<file path="config.mk">
export PLATFORM = sky130hd
export DESIGN_NAME = bit_serial_adder_tree_p
export DESIGN_NICKNAME = d
export VERILOG_FILES = /design/src/rtl/bsat_pkg.sv /design/src/rtl/bit_serial_adder_tree_p_node.sv /design/src/rtl/bit_serial_adder_tree_p.sv
export SDC_FILE = /design/constraint.sdc
export NUM_CORES = 1
export LEC_CHECK = 0
export ABC_AREA = 1
export CORE_MARGIN = 2
export CORE_UTILIZATION = 54
export DETAILED_ROUTE_END_ITERATION = 16
export PLACE_DENSITY = 0.89
export RECOVER_POWER = 50
export SYNTH_ARGS = -nofsm -noshare
export SYNTH_HDL_FRONTEND = slang
export SYNTH_SLANG_ARGS = --single-unit
</file>
<file path="constraint.sdc">
create_clock -name clk -period 2.1 [get_ports clk]
set_clock_uncertainty 0.2 [all_clocks]
set_input_delay 0.315 -clock clk [delete_from_list [all_inputs] [get_ports clk]]
set_output_delay 0.315 -clock clk [all_outputs]
set_load 0.005 [all_outputs]
</file>
<file path="src/rtl/bsat_pkg.sv">
// Shared types and sizing helpers for the bit-serial adder tree.
// Provides the FSM state enum, the per-stage tag bundle and the LEVELS/RES_BITS formulas.
package bsat_pkg;

    // Frame sequencer states
    typedef enum logic [1:0] {
        IDLE   = 2'd0,
        STREAM = 2'd1,
        EXTEND = 2'd2
    } bsat_state_e;

    // Tag bundle that travels alongside every serial bit through the tree
    typedef struct packed {
        logic v;   // bit present
        logic f;   // bit 0 of the frame
        logic l;   // last bit of the frame
    } stage_tag_t;

    localparam stage_tag_t TAG_NONE = '0;

    // Number of tree levels: ceil(log2(n))
    function automatic int levels(input int n);
        int l;
        l = 0;
        while ((1 << l) < n) begin
            l = l + 1;
        end
        return l;
    endfunction

    // Full-precision width of the sum of n operands of w bits each
    function automatic int res_bits(input int w, input int n);
        return w + levels(n);
    endfunction

endpackage

</file>
<file path="src/rtl/bit_serial_adder_tree_p_node.sv">
// serial_add_node: one 2-input LSB-first serial adder stage.
// Ports: clk, reset (async, active-high), clean (sync flush), a/b operand bits,
// tag_in (v/f/l of the incoming bit), sum (registered sum bit), tag_out (registered tags).
module serial_add_node
    import bsat_pkg::*;
(
    input  logic       clk,
    input  logic       reset,
    input  logic       clean,
    input  logic       a,
    input  logic       b,
    input  stage_tag_t tag_in,
    output logic       sum,
    output stage_tag_t tag_out
);

    logic carry_q;
    logic cin;
    logic sum_d;
    logic carry_d;

    // The first bit of a frame never sees the previous frame's carry
    always_comb begin
        cin     = tag_in.f ? 1'b0 : carry_q;
        sum_d   = a ^ b ^ cin;
        carry_d = (a & b) | (a & cin) | (b & cin);
    end

    // Bubbles (v=0) keep the carry so a stalled frame resumes intact;
    // sum and tags are cleared so nothing downstream looks valid.
    always_ff @(posedge clk or posedge reset) begin
        if (reset) begin
            carry_q <= 1'b0;
            sum     <= 1'b0;
            tag_out <= TAG_NONE;
        end else if (clean) begin
            carry_q <= 1'b0;
            sum     <= 1'b0;
            tag_out <= TAG_NONE;
        end else if (tag_in.v) begin
            carry_q <= carry_d;
            sum     <= sum_d;
            tag_out <= tag_in;
        end else begin
            sum     <= 1'b0;
            tag_out <= TAG_NONE;
        end
    end

endmodule

</file>
<file path="src/rtl/bit_serial_adder_tree_p.sv">
// bit_serial_adder_tree_p: sums NUM_INPUTS serial LSB-first operands of OPERAND_BITS
// each into a RES_BITS-wide serial result, padding frames with zero/sign extension.
// Ports: clk, reset (async, active-high), clean (sync flush), in_valid/in_first/in_bits
// beat input with in_ready handshake; out_bit/out_valid/out_first/out_last serial sum;
// frame_err sticky protocol-error flag.
// Optional macro BSAT_PARALLEL_OUT_EN adds out_word/out_word_valid (deserialised sum).
module bit_serial_adder_tree_p
    import bsat_pkg::*;
#(
    parameter int NUM_INPUTS   = 8,
    parameter int OPERAND_BITS = 8,
    parameter bit SIGNED       = 1'b0
) (
    input  logic                  clk,
    input  logic                  reset,
    input  logic                  clean,
    input  logic                  in_valid,
    input  logic                  in_first,
    input  logic [NUM_INPUTS-1:0] in_bits,
    output logic                  in_ready,
    output logic                  out_bit,
    output logic                  out_valid,
    output logic                  out_first,
    output logic                  out_last,
    output logic                  frame_err
`ifdef BSAT_PARALLEL_OUT_EN
    ,
    output logic [res_bits(OPERAND_BITS, NUM_INPUTS)-1:0] out_word,
    output logic                                          out_word_valid
`endif
);

    localparam int LEVELS   = levels(NUM_INPUTS);
    localparam int RES_BITS = res_bits(OPERAND_BITS, NUM_INPUTS);
    localparam int NODES    = NUM_INPUTS - 1;
    localparam int CNT_W    = $clog2(OPERAND_BITS + 1);
    localparam int EXT_W    = $clog2(LEVELS + 1);

    localparam logic [CNT_W-1:0] LAST_BIT = CNT_W'(OPERAND_BITS - 1);
    localparam logic [EXT_W-1:0] LAST_EXT = EXT_W'(LEVELS - 1);

    bsat_state_e           state_q;
    bsat_state_e           state_d;
    logic [CNT_W-1:0]      bit_cnt_q;
    logic [EXT_W-1:0]      ext_cnt_q;
    logic [NUM_INPUTS-1:0] msb_hold_q;

    logic                  accept;
    logic                  last_bit;
    logic                  last_ext;
    logic                  err_set;
    logic [NUM_INPUTS-1:0] leaf_bits;
    stage_tag_t            leaf_tag;

    logic [NODES-1:0]      node_sum;
    stage_tag_t            node_tag [NODES];

    // clean takes priority over any beat offered in the same cycle
    assign accept   = in_valid & in_ready & ~clean;
    assign last_bit = (bit_cnt_q == LAST_BIT);
    assign last_ext = (ext_cnt_q == LAST_EXT);

    // ---------------- state register ----------------
    always_ff @(posedge clk or posedge reset) begin
        if (reset) begin
            state_q <= IDLE;
        end else if (clean) begin
            state_q <= IDLE;
        end else begin
            state_q <= state_d;
        end
    end

    // ---------------- next-state logic ----------------
    always_comb begin
        state_d = state_q;
        unique case (1'b1)
            (state_q == IDLE): begin
                if (accept && in_first) begin
                    state_d = STREAM;
                end
            end
            (state_q == STREAM): begin
                if (accept && last_bit) begin
                    state_d = EXTEND;
                end
            end
            (state_q == EXTEND): begin
                if (last_ext) begin
                    state_d = IDLE;
                end
            end
            default: state_d = IDLE;
        endcase
    end

    // ---------------- output / leaf-beat logic ----------------
    always_comb begin
        in_ready  = 1'b1;
        leaf_bits = in_bits;
        leaf_tag  = TAG_NONE;
        err_set   = 1'b0;
        unique case (1'b1)
            (state_q == IDLE): begin
                leaf_tag.v = accept & in_first;
                leaf_tag.f = accept & in_first;
                err_set    = accept & ~in_first;
            end
            (state_q == STREAM): begin
                leaf_tag.v = accept;
                err_set    = accept & in_first;
            end
            (state_q == EXTEND): begin
                // One padding beat per level keeps every carry in range
                in_ready   = 1'b0;
                leaf_tag.v = 1'b1;
                leaf_tag.l = last_ext;
                leaf_bits  = SIGNED ? msb_hold_q : '0;
            end
            default: begin
                in_ready = 1'b0;
            end
        endcase
    end

    // ---------------- frame counters and error flag ----------------
    always_ff @(posedge clk or posedge reset) begin
        if (reset) begin
            bit_cnt_q  <= '0;
            ext_cnt_q  <= '0;
            msb_hold_q <= '0;
            frame_err  <= 1'b0;
        end else if (clean) begin
            bit_cnt_q  <= '0;
            ext_cnt_q  <= '0;
            msb_hold_q <= '0;
            frame_err  <= 1'b0;
        end else begin
            if (err_set) begin
                frame_err <= 1'b1;
            end
            unique case (1'b1)
                (state_q == IDLE): begin
                    ext_cnt_q <= '0;
                    if (accept && in_first) begin
                        bit_cnt_q <= CNT_W'(1);
                    end
                end
                (state_q == STREAM): begin
                    if (accept) begin
                        if (last_bit) begin
                            bit_cnt_q  <= '0;
                            msb_hold_q <= in_bits;
                        end else begin
                            bit_cnt_q <= bit_cnt_q + CNT_W'(1);
                        end
                    end
                end
                (state_q == EXTEND): begin
                    ext_cnt_q <= last_ext ? '0 : ext_cnt_q + EXT_W'(1);
                end
                default: begin
                    bit_cnt_q <= '0;
                    ext_cnt_q <= '0;
                end
            endcase
        end
    end

    // ---------------- adder tree ----------------
    // Nodes are stored level by level: level k starts at NUM_INPUTS - (NUM_INPUTS >> k).
    for (genvar k = 0; k < LEVELS; k++) begin : g_lvl
        localparam int CNT = NUM_INPUTS >> (k + 1);
        localparam int OFS = NUM_INPUTS - (NUM_INPUTS >> k);

        for (genvar j = 0; j < CNT; j++) begin : g_node
            logic       a_bit;
            logic       b_bit;
            stage_tag_t t_in;

            if (k == 0) begin : g_leaf
                assign a_bit = leaf_bits[2*j];
                assign b_bit = leaf_bits[2*j+1];
                assign t_in  = leaf_tag;
            end else begin : g_inner
                localparam int PREV = NUM_INPUTS - (NUM_INPUTS >> (k - 1));
                assign a_bit = node_sum[PREV+2*j];
                assign b_bit = node_sum[PREV+2*j+1];
                // Sibling tags are identical; AND keeps both paths live
                assign t_in  = node_tag[PREV+2*j] & node_tag[PREV+2*j+1];
            end

            serial_add_node u_node (
                .clk     (clk),
                .reset   (reset),
                .clean   (clean),
                .a       (a_bit),
                .b       (b_bit),
                .tag_in  (t_in),
                .sum     (node_sum[OFS+j]),
                .tag_out (node_tag[OFS+j])
            );
        end
    end

    assign out_bit   = node_sum[NODES-1];
    assign out_valid = node_tag[NODES-1].v;
    assign out_first = node_tag[NODES-1].f;
    assign out_last  = node_tag[NODES-1].l;

`ifdef BSAT_PARALLEL_OUT_EN
    // Upper RES_BITS-1 bits of the word being assembled; the current
    // root bit completes it on the out_last beat.
    logic [RES_BITS-2:0] shift_q;
    logic [RES_BITS-1:0] shift_d;

    assign shift_d = {out_bit, shift_q};

    always_ff @(posedge clk or posedge reset) begin
        if (reset) begin
            shift_q        <= '0;
            out_word       <= '0;
            out_word_valid <= 1'b0;
        end else if (clean) begin
            shift_q        <= '0;
            out_word       <= '0;
            out_word_valid <= 1'b0;
        end else begin
            out_word_valid <= 1'b0;
            if (out_valid) begin
                shift_q <= shift_d[RES_BITS-1:1];
                if (out_last) begin
                    out_word       <= shift_d;
                    out_word_valid <= 1'b1;
                end
            end
        end
    end
`endif

endmodule

</file>
Run 1, register map, names as in the netlist:
Bar = 20 um. Other sequential cells in the stronger grey, the rest of the logic in the fainter grey.
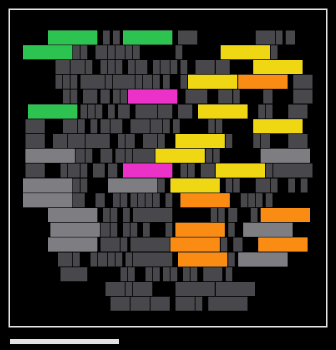
[orange] g_lvl.g_node.u_node.sum | placed flops: 7
[yellow] g_lvl.g_node.u_node.tag_out | placed flops: 9
[green] bit_cnt_q | placed flops: 4 | where: upper left
[magenta] state_q | placed flops: 2
not coloured: 10
Seq. pwr: 0.655 mW
final core utilization: 68.9%

Run 1, gate-type map:
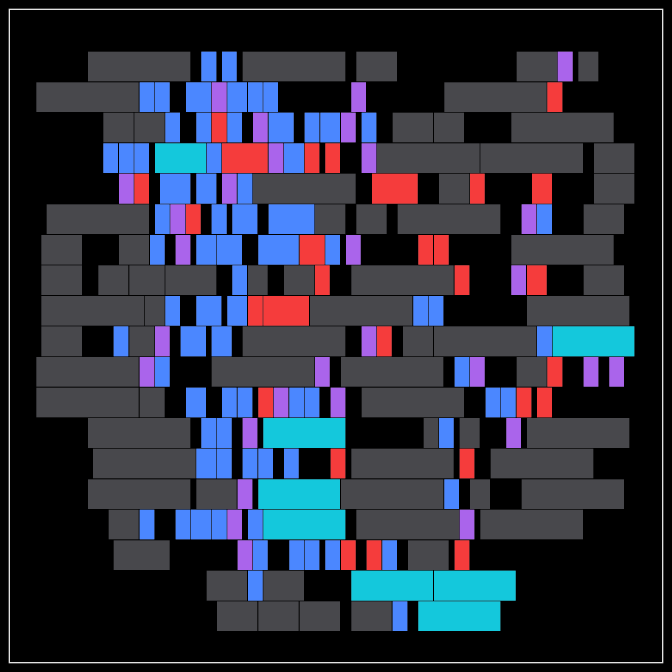
[red] NOR gates | cells: 28 | most used: nor2_1
[purple] inverters | cells: 29 | most used: inv_1
[cyan] adder and majority cells | cells: 8 | most used: fa_1
[blue] NAND gates | cells: 73 | most used: nand2_1

==> CHANGELOG.md, run 1 <==
## Implementation

- Max FFs per register: 9
- Top cells excl fill/tap: nand2_1, dfrtp_1, inv_1
- Worst Setup SP: clean
- Top-count cell post-synth: nand2_1
- Yosys chip area: 1580 um2
- Worst path arrival time: 1.98 ns
- GP Congestion: 0.818
- Post-CTS Setup Inserts: 0
- Ant diodes: 0
- CTS tree: done
- Top cell excl fill/tap: nand2_1
- Setup TNS: 0 ns
- Boundary Pins: 19
- Post-Syn Nets: 201
- Fill count: 218
- Fin worst setup slack: 0.189 ns
- Routed WL per cell: 11.3 um
- Rel. slew slack: 49.5%
- Launching point of the worst reg2reg path: state_q[0]
- Largest net degree at the start of global routing: 33
- Final net count: 231
- Worst-path clk slew: 0.10 ns
- Root buffer cell: clkbuf_4
- 1st-iter DRT viols: 55
- Leak Pwr: 0.972 nW
- Flops: 32
- Reg2Reg Setup Slack: 0.27 ns
- Hold Path Class: reg -> reg
- Cts-stage hold buffer count: 0
- Slew Viols, Final: 0
- DRC: 0
- Layout clock buffer count: 7
- Vias per inst: 4.85
- Ys flop type: dfrtp_1
- Share of layout cells above drive strength 1: 13.7%
- Yosys stat cell total: 180
- Dominant combinational family: simple AND/OR/NAND/NOR gates
- Synth top area share: 50.7%
- Fin crit share: 91.0%
- Combinational share of power: 12.4%
- Die Size: 3370 um2
- Synth area leaders: dfrtp_1, nand2_1, fa_1, inv_1, nor2_1
- Reg2Reg Depth: 7
- MaxCap Viol Count: 0
- Status: finished clean
- Synth top cells by count: nand2_1, dfrtp_1, inv_1
- GRT Util Overall: 20.8%
- Mux area share: 0%
- Cell taking the most area after synthesis: dfrtp_1
- Sw power: 0.299 mW
- Post-synth seq share: 50.7%
- Hpwl dp: 2120 um
- CP endpoint: g_lvl[0].g_node[0].u_node.sum
- Achievable clock frequency: 523 MHz
- Data buffer area share: 11.7%
- Global-route wire length before repair: 5140 um
- Ao+oa area frac: 3.33%
- RSZ-0062 raised after global routing: no
- Worst slack at placement: -0.0117 ns
- Yosys warning total: 0
- Combinational fraction of the cell area: 35.0%
- Met2 wire length: 1460 um
Run 1, cells coloured by class:
Bar = 20 um.
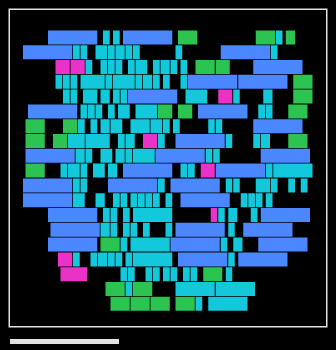
[cyan] all other logic | cells: 147 | share of their area: 42%
[magenta] clock drivers and dummy loads | cells: 8 | share of their area: 3.4%
[green] other buffers and delay cells | cells: 24 | share of their area: 12%
[blue] flip-flops | cells: 32 | share of their area: 43%
flop share of the area: 42.2%
num rows: 19

[run 1: stage by stage]
| stage | hold slack [ns] | power (mW) | area [um2] |
|---|---|---|---|
| after global placement | 0.265 | 0.807 | 1840 |
| after detailed placement | 0.265 | 0.813 | 1840 |
| final | 0.281 | 1.16 | 1900 |
| after CTS | 0.147 | 1.18 | 1900 |
| after floorplan | 0.204 | 0.749 | 1580 |
| after global routing | 0.310 | 1.23 | 1900 |
[run 1: worst max-delay path, cell delays in order]
cell	delay, ns
dlygate4sd3_1	0.58
nor2_4	0.11
nand3_2	0.08
nor2_1	0.13
inv_1	0.11
nand2_1	0.10
fa_1	0.43
nor2_1	0.11
==> run 2, diff against run 1 <==
CAP_MARGIN = 20   (was not set)
Run 2, routing congestion map:
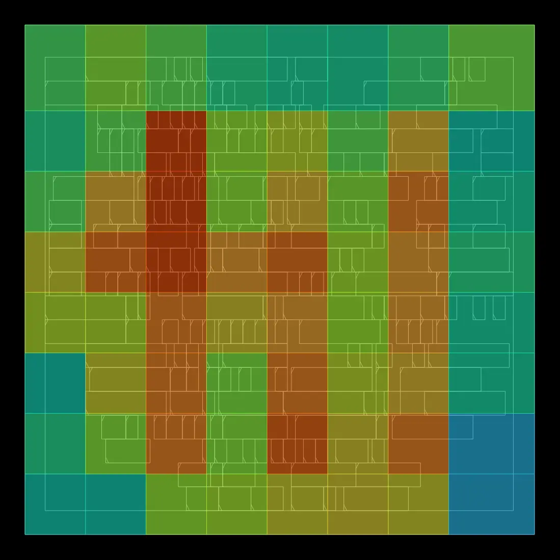
GRT met1 Usage: 24.2%
Routed WL per cell: 11.3 um
GRT Util Overall: 20.8%
met2 Track Usage GR: 36.2%

Run 2, gate-type map:
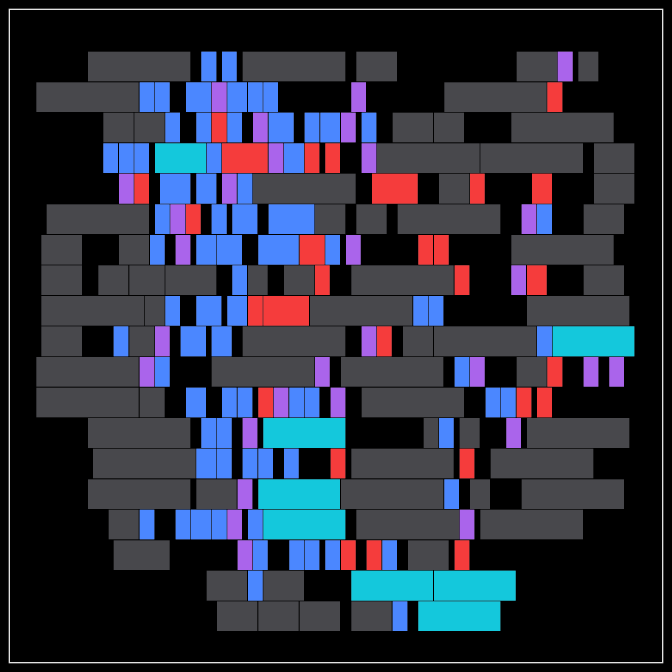
Finished Layout Cells: 242
combinational fraction of the cell area: 35.0%
Top cell excl fill/tap: nand2_1

==> CHANGELOG.md, run 2 <==
## Implementation

- Status: finished clean
- Num rows: 19 (unchanged)
- Top class by area: flip-flops and latches
- Vias per inst: 4.85 (unchanged)
- Fp util: 57.3%
- Top cells excl fill/tap: nand2_1, dfrtp_1, inv_1
- Cells after DPL: 234
- Max FFs per register: 9 (unchanged)
- Regs by FF count: g_lvl.g_node.u_node.tag_out x9, g_lvl.g_node.u_node.carry_q x7, g_lvl.g_node.u_node.sum x7
- Data buffer area share: 11.7% (unchanged)
- Worst path buffer plus inverter count: 2 (unchanged)
- Post-DP Area: 1840 um2 (unchanged)
- Post-synth seq share: 50.7% (unchanged)
- Achievable clock frequency: 523 MHz (unchanged)
- Worst Setup SP: clean
- GP Congestion: 0.818 (unchanged)
- Mux area share: 0% (unchanged)
- Met2 wire length: 1460 um (unchanged)
- Reg2Reg Depth: 7 (unchanged)
- CP dominant cell by count: nor2_1
- Synth top cells by count: nand2_1, dfrtp_1, inv_1
- Root buffer cell: clkbuf_4
- Cell family with most CP delay: buffers and inverters
- Slowest-stage cell, CP: dlygate4sd3_1
- Yosys chip area: 1580 um2 (unchanged)
- Dominant combinational family: simple AND/OR/NAND/NOR gates
- Synth top area share: 50.7% (unchanged)
- Top-count cell post-synth: nand2_1
- Combinational share of power: 12.4% (about the same)
- CTS tree: done
- Boundary Pins: 19 (unchanged)
- Slew Viols, Final: 0 (unchanged)
- Ys flop type: dfrtp_1
- H-Tree Depth: 2
- Yosys warning total: 0 (unchanged)
- Post-Syn Nets: 201 (unchanged)
- Fill count: 218 (unchanged)
- Post-CTS Setup Inserts: 0 (unchanged)
- DRC: 0 (unchanged)
- Yosys stat cell total: 180 (unchanged)
- Reg2Reg Setup Slack: 0.27 ns (about the same)
- Hpwl dp: 2120 um (unchanged)
- Share of layout cells above drive strength 1: 13.7% (unchanged)
- Biggest cell delay along the critical path: 0.58 ns (about the same)
- Flops: 32 (unchanged)
- MaxCap Viol Count: 0 (unchanged)
- Worst-path clk slew: 0.10 ns (about the same)
- Levels on crit path: 8 (unchanged)
- Die Size: 3370 um2 (unchanged)
- Ant diodes: 0 (unchanged)
- Rel. slew slack: 49.5% (unchanged)
- Cell taking the most area after synthesis: dfrtp_1
- RSZ-0062 raised after global routing: no
- Leak Pwr: 0.972 nW (unchanged)
- Setup TNS: 0 ns (unchanged)
- Drt first pass iters: 4
- Fin crit share: 91.0% (unchanged)
- Synth area leaders: dfrtp_1, nand2_1, fa_1, inv_1, nor2_1
- Global-route wire length before repair: 5140 um (unchanged)
- Worst path arrival time: 1.98 ns (about the same)
- Distinct lib cells: 22
- 1st-iter DRT viols: 55 (unchanged)
- Final net count: 231 (unchanged)
- Flop share of the area: 42.2% (unchanged)
Run 2, cells coloured by class:
Bar = 20 um.
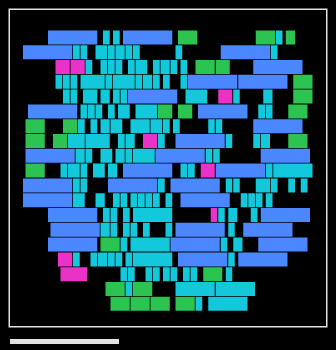
core area: 2760 um2
final instance area: 1900 um2

## run 2: cell counts in the layout (fill, tap and decap cells not counted)
No cell type changed its count.
## run 2: power by group through the flow
stage,registers [mW],clock network [mW],logic (mW)
floorplan,0.663,0,0.0862
global placement,0.666,0,0.141
detailed placement,0.667,0,0.146
CTS,0.654,0.379,0.148
global route,0.657,0.403,0.167
finish,0.655,0.364,0.144
## run 2: stage by stage
| stage | utilization, % | hold WS (ns) | setup slack, ns |
|---|---|---|---|
| final | 68.9 | 0.281 | 0.189 |
| after global routing | 68.9 | 0.310 | 0.0510 |
| after CTS | 69.0 | 0.147 | 0.190 |
| after detailed placement | 66.7 | 0.265 | -0.0117 |
| after global placement | 66.7 | 0.265 | 0.0702 |
| after floorplan | - | 0.204 | 0.382 |
Power and IR drop assume default switching activity.
